==> run_1/m1.png <==
Scale bar: 20 um. Supply wires on this layer in gray.
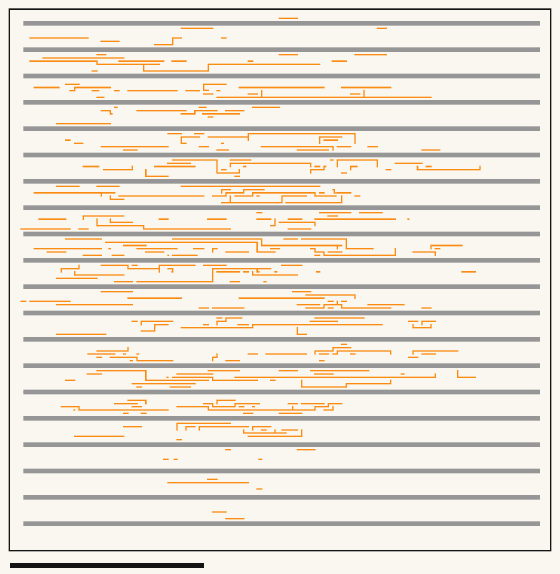
==> run_1/m2.png <==
Scale bar: 20 um.
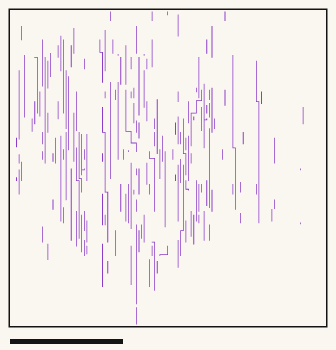
==> run_1/m3.png <==
Cells faint in the background.
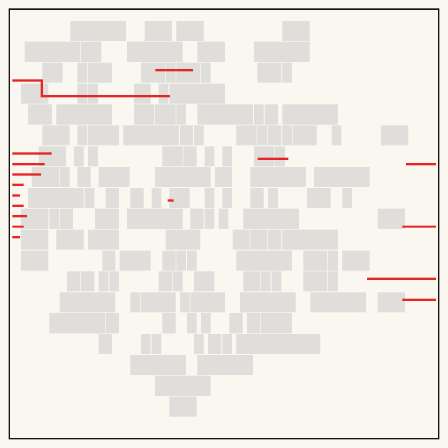
===== src/rtl/pdecoder_seq_if.sv =====
// Handshake bundle for the sequential priority decoder: index beats in, vector out.
// The slave modport is the decoder's view; master is the source/sink side.
interface pdecoder_seq_if #(
  parameter int WIDTH = 8,
  parameter int IDX_W = 3
);
  logic             in_valid;
  logic             in_ready;
  logic [IDX_W-1:0] in_idx;
  logic             in_last;
  logic             out_valid;
  logic             out_ready;
  logic [WIDTH-1:0] out_vec;
  logic             out_err;

  modport slave (
    input  in_valid, in_idx, in_last, out_ready,
    output in_ready, out_valid, out_vec, out_err
  );

  modport master (
    output in_valid, in_idx, in_last, out_ready,
    input  in_ready, out_valid, out_vec, out_err
  );
endinterface


===== src/rtl/pdecoder_seq.sv =====
// Rebuilds a WIDTH-bit vector from a framed stream of ascending bit indices,
// flagging frames whose indices are out of range, repeated or descending.
module pdecoder_seq #(
  parameter int WIDTH = 8,
  parameter int IDX_W = 3
) (
  input  logic          clk,
  input  logic          reset,
  pdecoder_seq_if.slave bus
);

  typedef enum logic {ACCUM, HOLD} state_t;

  state_t           state_reg;
  logic [WIDTH-1:0] acc_reg;
  logic             err_acc_reg;
  logic             first_reg;
  logic [IDX_W-1:0] prev_idx_reg;
  logic             out_valid_reg;
  logic [WIDTH-1:0] out_vec_reg;
  logic             out_err_reg;

  logic [WIDTH-1:0] onehot;
  logic             in_range;
  logic             bad;
  logic             accept;

  // An index past WIDTH-1 matches no bit, so it contributes nothing to the vector.
  for (genvar gi = 0; gi < WIDTH; gi++) begin : g_onehot
    assign onehot[gi] = (int'(bus.in_idx) == gi);
  end

  assign in_range = (int'(bus.in_idx) < WIDTH);
  assign bad      = !in_range || (!first_reg && (bus.in_idx <= prev_idx_reg));
  assign accept   = bus.in_valid && (state_reg == ACCUM);

  always_ff @(posedge clk) begin
    if (reset) begin
      state_reg     <= ACCUM;
      acc_reg       <= '0;
      err_acc_reg   <= 1'b0;
      first_reg     <= 1'b1;
      prev_idx_reg  <= '0;
      out_valid_reg <= 1'b0;
      out_vec_reg   <= '0;
      out_err_reg   <= 1'b0;
    end else begin
      case (state_reg)
        ACCUM: begin
          if (accept) begin
            if (bus.in_last) begin
              out_vec_reg   <= acc_reg | onehot;
              out_err_reg   <= err_acc_reg | bad;
              out_valid_reg <= 1'b1;
              state_reg     <= HOLD;
              acc_reg       <= '0;
              err_acc_reg   <= 1'b0;
              first_reg     <= 1'b1;
            end else begin
              acc_reg      <= acc_reg | onehot;
              err_acc_reg  <= err_acc_reg | bad;
              prev_idx_reg <= bus.in_idx;
              first_reg    <= 1'b0;
            end
          end
        end
        HOLD: begin
          // Output and its data stay frozen until the sink takes them.
          if (bus.out_ready) begin
            out_valid_reg <= 1'b0;
            state_reg     <= ACCUM;
          end
        end
        default: state_reg <= ACCUM;
      endcase
    end
  end

  assign bus.in_ready  = (state_reg == ACCUM);
  assign bus.out_valid = out_valid_reg;
  assign bus.out_vec   = out_vec_reg;
  assign bus.out_err   = out_err_reg;

endmodule


===== src/flat_wrapper.sv =====
// flat-port wrapper written by rule: the top's interface ports become plain ports
module pdecoder_seq_flat 
#(
  parameter int WIDTH = 8,
  parameter int IDX_W = 3
)
  (clk, reset, bus_in_valid, bus_in_idx, bus_in_last, bus_out_ready, bus_in_ready, bus_out_valid, bus_out_vec, bus_out_err);
  pdecoder_seq_if #(.WIDTH(WIDTH), .IDX_W(IDX_W)) bus_i ();
  input  logic clk;
  input  logic reset;
  input wire logic [$bits(bus_i.in_valid)-1:0] bus_in_valid;
  input wire logic [$bits(bus_i.in_idx)-1:0] bus_in_idx;
  input wire logic [$bits(bus_i.in_last)-1:0] bus_in_last;
  input wire logic [$bits(bus_i.out_ready)-1:0] bus_out_ready;
  output wire logic [$bits(bus_i.in_ready)-1:0] bus_in_ready;
  output wire logic [$bits(bus_i.out_valid)-1:0] bus_out_valid;
  output wire logic [$bits(bus_i.out_vec)-1:0] bus_out_vec;
  output wire logic [$bits(bus_i.out_err)-1:0] bus_out_err;
  assign bus_i.in_valid = bus_in_valid;
  assign bus_i.in_idx = bus_in_idx;
  assign bus_i.in_last = bus_in_last;
  assign bus_i.out_ready = bus_out_ready;
  assign bus_in_ready = bus_i.in_ready;
  assign bus_out_valid = bus_i.out_valid;
  assign bus_out_vec = bus_i.out_vec;
  assign bus_out_err = bus_i.out_err;
  pdecoder_seq #(.WIDTH(WIDTH), .IDX_W(IDX_W)) u_core (.clk(clk), .reset(reset), .bus(bus_i));
endmodule

===== config.mk =====
export PLATFORM = sky130hd
export DESIGN_NAME = pdecoder_seq_flat
export DESIGN_NICKNAME = d
export VERILOG_FILES = /design/src/rtl/pdecoder_seq_if.sv /design/src/rtl/pdecoder_seq.sv /design/src/flat_wrapper.sv
export SDC_FILE = /design/constraint.sdc
export NUM_CORES = 1
export LEC_CHECK = 0
export ABC_AREA = 1
export CAP_MARGIN = 20
export CORE_MARGIN = 1
export CORE_UTILIZATION = 35
export CTS_CLUSTER_SIZE = 28
export DETAILED_ROUTE_END_ITERATION = 6
export GPL_TIMING_DRIVEN = 0
export PLACE_DENSITY = 0.68
export SYNTH_ARGS = -nofsm -noshare
export SYNTH_HDL_FRONTEND = slang
export SYNTH_SLANG_ARGS = --single-unit

===== constraint.sdc =====
create_clock -name clk -period 2.4 [get_ports clk]
set_input_delay 0.48 -clock clk [delete_from_list [all_inputs] [get_ports clk]]
set_output_delay 0.48 -clock clk [all_outputs]
set_load 0.1 [all_outputs]

==> flow_summary_export.csv, run 1 <==
group,metric,value,unit
final_layout,diodes,0,
worst_setup_path,worst-path-max-fanout,2,
worst_setup_path,timing.critical_path.buf_inv,1,
synthesis,topCombFamilyByArea,"AND-OR/OR-AND gates",
final_timing,finalMaxSlewViolations,0,
final_layout,final-instance-count-excl-fill,173,
clocking,clock_tree.htree_level_count,1,
final_timing,finalSetupViolations,0,
clocking,clock_tree_from_tritoncts,"built",
detailed_routing,final_antenna_net_count,0,
worst_setup_path,critPathKind,"flop to output pin",
detailed_routing,remaining_drc_errors,0,
final_timing,final-hold-violation-count,0,
final_timing,grt_setup_unrepaired,"false",
global_route,maximum_number_of_pins_on_one_net_before_global_route_repair,15,
detailed_routing,drt-initial-drc-count,3,
worst_setup_path,crit_chain,"clkdlybuf4s50_1",
placed_design,place_hpwl,1430,um
synthesis,adder_share,0.0371,
clocking,clock-sinks,24,
final_layout,final_net_count,154,
final_timing,finClkSkew,16.3,ps
worst_hold_path,holdCritPathClass,"flop to flop",
synthesis,synth.yosys.seq_area_share,0.475,
worst_setup_path,slowest_delay,1140,ps
synthesis,yosys_warnings,0,
global_route,number_of_global_route_vias_before_repair,773,
placed_design,place.port_buffers,18,
worst_setup_path,setup.worst_path.start_class,"flop",
clocking,cts_hold_repair.buffers,0,
power_and_ir_drop,power_per_cell_area,668,mW/mm2
floorplan,ioPinCount,19,
power_and_ir_drop,power.static_leakage,0.531,nW
job,warnings,26,
detailed_routing,vias_per_cell,4.87,
worst_setup_path,critPathSlowestCell,"sky130_fd_sc_hd__clkdlybuf4s50_1",
placed_design,placement.setup.worst_slack,379,ps
detailed_routing,routedWlPerCell,10.9,um
job,max-cap-violations,0,
synthesis,area_of_the_synthesized_netlist_per_yosys_stat,0.00101,mm2
worst_setup_path,critPathTopFamily,"buffers and inverters",
floorplan,floorplan.die.height,55.8,um
clocking,clk-insertion-delay-late,320,ps
run_status,outcome,"complete, no violations",
detailed_routing,dr.pass1.iters,4,
detailed_routing,vias,843,
worst_setup_path,timing.critical_path.required,1920,ps
placed_design,dp.cells,169,
floorplan,design.die.area,0.00311,mm2
global_route,total_overflow_reported_by_the_global_router,0,
final_timing,clock.fmax,434,MHz
synthesis,yosys.cell_types.count,21,
final_timing,min_period,2310,ps
clocking,clk_path_buf_depth,2,
final_timing,worst-slew-pin-transition,965,ps
global_route,antenna_found_initial,0,
floorplan,core_area,0.00276,mm2
global_route,groute.usage.overall,0.136,
clocking,cts_inserted_buffers,3,
floorplan,std_cell_rows,19,
final_timing,final.setup.worst_slack,94.9,ps
detailed_routing,postRouteWirelength,1880,um
placed_design,global_placer_s_final_weighted_congestion,0.749,
synthesis,synthesis.area_per_instance,8.44,um2
synthesis,cells_in_synth_stat_txt,120,
global_route,first_pass_grt_wire_length,3290,um
worst_setup_path,worst_ep_arrival_time,1830,ps
floorplan,floorplan.initialDensity,0.367,
synthesis,synth.mux.area_fraction,0,
synthesis,synth_compound_gate_area_share,0.197,
final_layout,fin_util,0.465,
synthesis,synthesis.area,0.00101,mm2
power_and_ir_drop,power.ir.vdd_worst,0.452,mV
final_timing,final_sum_of_negative_setup_slack,0,ps
Back to the opening pictures, m1.png:
main direction: horizontal
share of all routed wire: 48%
longest straight run: 22.1 um
wire length on this layer: 901 um

Back to the opening pictures, m2.png:
share of all routed wire: 48%
main direction: vertical
wire length on this layer: 895 um

Back to the opening pictures, m3.png:
longest straight run: 16.6 um
wire length on this layer: 69.9 um

==> run 1: synthesized netlist by cell type (all sizes together) <==
library cell  count  area [um2]
o21ai            16         110
buf               2        22.5
nand2            23         104
nor3              4        20.0
a21oi             5        25.0
a211oi            3        22.5
nand3             5        25.0
o31ai             1        7.51
ha                3        37.5
dfxtp            24         480
nor2              6        30.0
inv              22        85.1
or2               1        8.76
o21bai            2        15.0
a31oi             3        18.8
==> run 1: kinds of logic after synthesis <==
family | after synthesis
compound gates | 30
simple gates | 39
flops | 24
fa+ha+maj | 3
buf+inv | 24
==> run 1: final timing paths <==
| kind | slack, ps | start | cells past startpoint | end |
|---|---|---|---|---|
| min | 460 | u_core.prev_idx_reg[0] | 2 | u_core.prev_idx_reg[0] |
| max | 90 | u_core.bus.out_vec[7] | 1 | bus_out_vec[7] |
| min reg2reg | 460 | u_core.prev_idx_reg[0] | 2 | u_core.prev_idx_reg[0] |
| max reg2reg | 1150 | u_core.state_reg | 7 | u_core.bus.out_vec[4] |
==> run 1: what timing repair did <==
item,in CTS,in global routing
setup buffers,0,0
resized,1,0
setup endpoints to repair,1,0
==> run 1: metal layers <==
layer / up-vias / part of all wire / track usage
met5: - / 0 / 0
met1: 387 / 0.48 / 0.178
li1: 436 / - / -
met3: 2 / 0.037 / 0.0302
met2: 18 / 0.48 / 0.213
met4: 0 / 0.0069 / 0.0643
==> run 1: cells in the final DEF (no fill, tap or decap), types with 2 or more instances in the layout <==
cell type / instances
sky130_fd_sc_hd__a211oi_1: 3
sky130_fd_sc_hd__a21oi_1: 5
sky130_fd_sc_hd__a31oi_1: 3
sky130_fd_sc_hd__buf_6: 2
sky130_fd_sc_hd__clkbuf_4: 3
sky130_fd_sc_hd__clkdlybuf4s50_1: 17
sky130_fd_sc_hd__dfxtp_1: 24
sky130_fd_sc_hd__ha_1: 3
sky130_fd_sc_hd__inv_1: 20
sky130_fd_sc_hd__nand2_1: 20
sky130_fd_sc_hd__nand2_4: 2
sky130_fd_sc_hd__nand3_1: 5
sky130_fd_sc_hd__nor2_1: 5
sky130_fd_sc_hd__nor3_1: 4
sky130_fd_sc_hd__o21ai_0: 8
sky130_fd_sc_hd__o21ai_2: 8
sky130_fd_sc_hd__o21bai_1: 2
==> run 1: layout make-up <==
| class | instances | area, um2 |
|---|---|---|
| Inverter | 22 | 85.1 |
| Sequential cell | 24 | 480 |
| Timing Repair Buffer | 18 | 179 |
| Clock inverter | 1 | 30.0 |
| Clock buffer | 3 | 22.5 |
| Buffer | 2 | 22.5 |
| Fill cell | 277 | 1480 |
| Multi-Input combinational cell | 72 | 424 |
| Tap cell | 31 | 38.8 |
==> run 1: where the power goes <==
group          internal (W)  switching (W)
clock network      0.000169       0.000121
registers          0.000412     0.00000654
logic             0.0000467       0.000101
total              0.000628       0.000229
==> run 1: through the flow <==
| stage | total power (W) | hold WS, ps | area, um2 |
|---|---|---|---|
| floorplan | 0.000534 | 427 | 1010 |
| CTS | 0.000869 | 462 | 1280 |
| global placement | 0.000574 | 440 | 1230 |
| global route | 0.000904 | 483 | 1280 |
| detailed placement | 0.000578 | 442 | 1230 |
| finish | 0.000857 | 459 | 1280 |
--- run 2 (diff from run 1) ---
--- a/config.mk
+++ b/config.mk
@@ -6,9 +6,9 @@
 export NUM_CORES = 1
 export LEC_CHECK = 0
 export ABC_AREA = 1
-export CAP_MARGIN = 20
 export CORE_MARGIN = 1
 export CORE_UTILIZATION = 35
+export CTS_BUF_LIST = sky130_fd_sc_hd__clkbuf_4 sky130_fd_sc_hd__clkbuf_8
 export CTS_CLUSTER_SIZE = 28
 export DETAILED_ROUTE_END_ITERATION = 6
 export GPL_TIMING_DRIVEN = 0
==> run_2/m1.png <==
Scale bar: 20 um. Supply wires on this layer in gray.
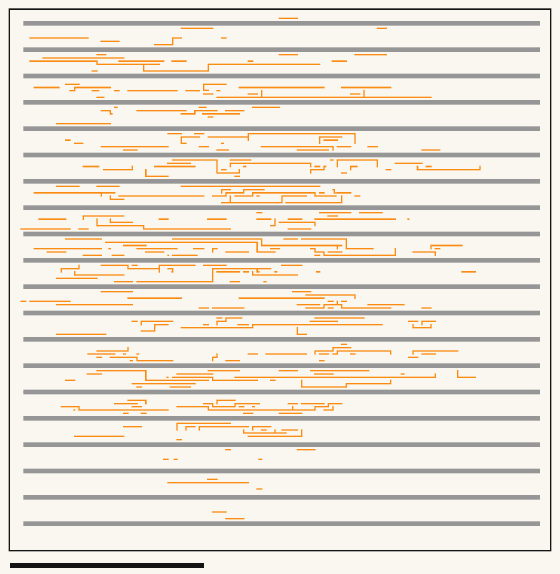
main direction: horizontal
share of all routed wire: 48%

==> run_2/congestion_map.png <==
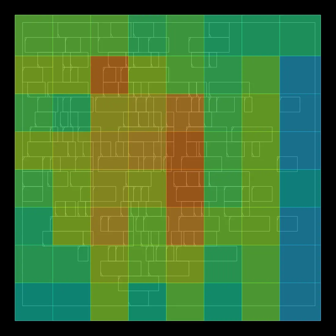
met3 track demand over resource in global routing: 0.0302
mean routed wirelength per cell: 10.9 um
combined global-route utilization of all metal layers: 0.136

==> run 2 against run 1 <==
Critical path depth is the same. Die size is the same. Clock-buffer cell count is the same. Worst setup slack is the same. Largest cell class unchanged. Via count is the same. Flip-flop count is the same. Critical path type unchanged. Cell area is the same. Global-route usage is the same. Critical endpoint unchanged. First-iteration DRC count is the same. Sequential share of layout area is the same. Clock power is essentially flat. Total power is the same.
==> flow_summary_export.csv, run 2 <==
group,metric,value,unit
final_layout,final-instance-count-excl-fill,173,
synthesis,yosys_warnings,0,
clocking,clk-insertion-delay-late,320,ps
final_timing,min_period,2310,ps
synthesis,cells_in_synth_stat_txt,120,
final_timing,final-hold-violation-count,0,
worst_setup_path,setup.worst_path.start_class,"flop",
detailed_routing,final_antenna_net_count,0,
global_route,number_of_global_route_vias_before_repair,773,
synthesis,most_numerous_cell_types_in_the_synthesized_netlist,"24 x sky130_fd_sc_hd__dfxtp_1, 20 x sky130_fd_sc_hd__inv_1, 20 x sky130_fd_sc_hd__nand2_1",
worst_setup_path,rr_startpoint,"u_core.state_reg",
global_route,total_overflow_reported_by_the_global_router,0,
worst_setup_path,critPathKind,"flop to output pin",
final_layout,diodes,0,
synthesis,yosys.cell_types.count,21,
final_layout,mostFrequentLayoutCell,"sky130_fd_sc_hd__dfxtp_1",
run_status,outcome,"complete, no violations",
final_layout,final_net_count,154,
worst_setup_path,critPathTopFamily,"buffers and inverters",
worst_hold_path,holdCritPathClass,"flop to flop",
worst_setup_path,slowest_delay,1140,ps
final_timing,final_sum_of_negative_setup_slack,0,ps
detailed_routing,vias_per_cell,4.87,
floorplan,std_cell_rows,19,
final_timing,final.setup.worst_slack,94.9,ps
power_and_ir_drop,power.static_leakage,0.531,nW
job,warnings,26,
worst_setup_path,critPathSlowestCell,"sky130_fd_sc_hd__clkdlybuf4s50_1",
placed_design,dp.cells,169,
worst_setup_path,critPathLaunch,"u_core.bus.out_vec[7]",
power_and_ir_drop,power_per_cell_area,668,mW/mm2
floorplan,floorplan.initialDensity,0.367,
floorplan,core_area,0.00276,mm2
final_timing,worst-slew-pin-transition,965,ps
floorplan,ioPinCount,19,
clocking,clock_tree.htree_level_count,1,
worst_setup_path,crit_chain,"clkdlybuf4s50_1",
floorplan,design.die.area,0.00311,mm2
worst_setup_path,timing.critical_path.buf_inv,1,
job,max-cap-violations,0,
global_route,maximum_number_of_pins_on_one_net_before_global_route_repair,15,
final_timing,grt_setup_unrepaired,"false",
floorplan,floorplan.die.height,55.8,um
final_layout,fin_area,0.00128,mm2
synthesis,top_area_cell,"sky130_fd_sc_hd__dfxtp_1",
final_layout,fin_util,0.465,
synthesis,synth.mux.area_fraction,0,
final_layout,seqCellArea,480,um2
synthesis,flop_cell,"sky130_fd_sc_hd__dfxtp_1",
detailed_routing,dr.pass1.iters,4,
worst_setup_path,worst_ep_arrival_time,1830,ps
synthesis,async_flop_share,0,
final_timing,clock.fmax,434,MHz
worst_hold_path,min-delay-start,"u_core.prev_idx_reg[0]",
clocking,cts_hold_repair.buffers,0,
final_layout,filler_cell_count,277,
synthesis,topCombFamilyByArea,"AND-OR/OR-AND gates",
synthesis,synthesis.area_per_instance,8.44,um2
synthesis,yosysTopAreaCellShare,0.475,
detailed_routing,remaining_drc_errors,0,
synthesis,synth_compound_gate_area_share,0.197,
clocking,cts_inserted_buffers,3,
final_layout,most-common-layout-cells,"24 x sky130_fd_sc_hd__dfxtp_1, 20 x sky130_fd_sc_hd__inv_1, 20 x sky130_fd_sc_hd__nand2_1",
clocking,clk_path_buf_depth,2,
clocking,clock-sinks,24,
global_route,first_pass_grt_wire_length,3290,um
synthesis,netlist.top_cell.by_instances,"sky130_fd_sc_hd__dfxtp_1",
clocking,clock_tree_from_tritoncts,"built",
placed_design,place_hpwl,1430,um
final_timing,finalSetupViolations,0,
placed_design,placement.setup.worst_slack,379,ps
detailed_routing,postRouteWirelength,1880,um
synthesis,area_of_the_synthesized_netlist_per_yosys_stat,0.00101,mm2
synthesis,synthesis.area,0.00101,mm2
global_route,antenna_found_initial,0,
-- run 2: metal layers --
metal  GRT usage  share of wire  wire (um)  vias to the layer above
li1            -              -          -                      436
met1       0.178           0.48        900                      387
met2       0.213           0.48        895                       18
met3      0.0302          0.037         69                        2
met4      0.0643         0.0069         13                        0
met5           0              0          0                        -
-- run 2: cell type report --
class,count,share of cell area
Buffer,2,0.0176
Clock buffer,3,0.0176
Clock inverter,1,0.0234
Inverter,22,0.0663
Multi-Input combinational cell,72,0.331
Sequential cell,24,0.375
Tap cell,31,0.0302
Timing Repair Buffer,18,0.140
-- run 2: where the power goes --
group	total [W]	internal [W]	switching, W
combinational	0.000148	0.0000467	0.000101
clock	0.000290	0.000169	0.000121
sequential	0.000419	0.000412	0.00000654
total	0.000857	0.000628	0.000229
-- run 2: worst paths after layout --
path | slack (ps) | to | cells past startpoint
worst min-delay path | 460 | u_core.prev_idx_reg[0] | 2
worst max register to register | 1150 | u_core.bus.out_vec[4] | 7
worst min register to register | 460 | u_core.prev_idx_reg[0] | 2
worst max-delay path | 90 | bus_out_vec[7] | 1
-- run 2: stage by stage --
stage / power (W) / hold WS [ps]
after floorplan: 0.000534 / 427
after global routing: 0.000904 / 483
after global placement: 0.000574 / 440
after CTS: 0.000869 / 462
final: 0.000857 / 459
after detailed placement: 0.000578 / 442
-- run 2: logic make-up (layout without fill, tap and decap cells) --
| group | Yosys count | count (layout) |
|---|---|---|
| DFF | 24 | 24 |
| buffers and inverters | 24 | 46 |
| and+or+nand+nor | 39 | 39 |
| AOI/OAI and AO/OA | 30 | 30 |
| adders and majority gates | 3 | 3 |
-- run 2: repair_timing --
action / in CTS / in global routing
resized: 1 / 0
hold endpoints to repair: 0 / 0
endpoints found under the setup margin: 1 / 0
Power figures rest on the tool's default switching activity, not on a simulated workload.
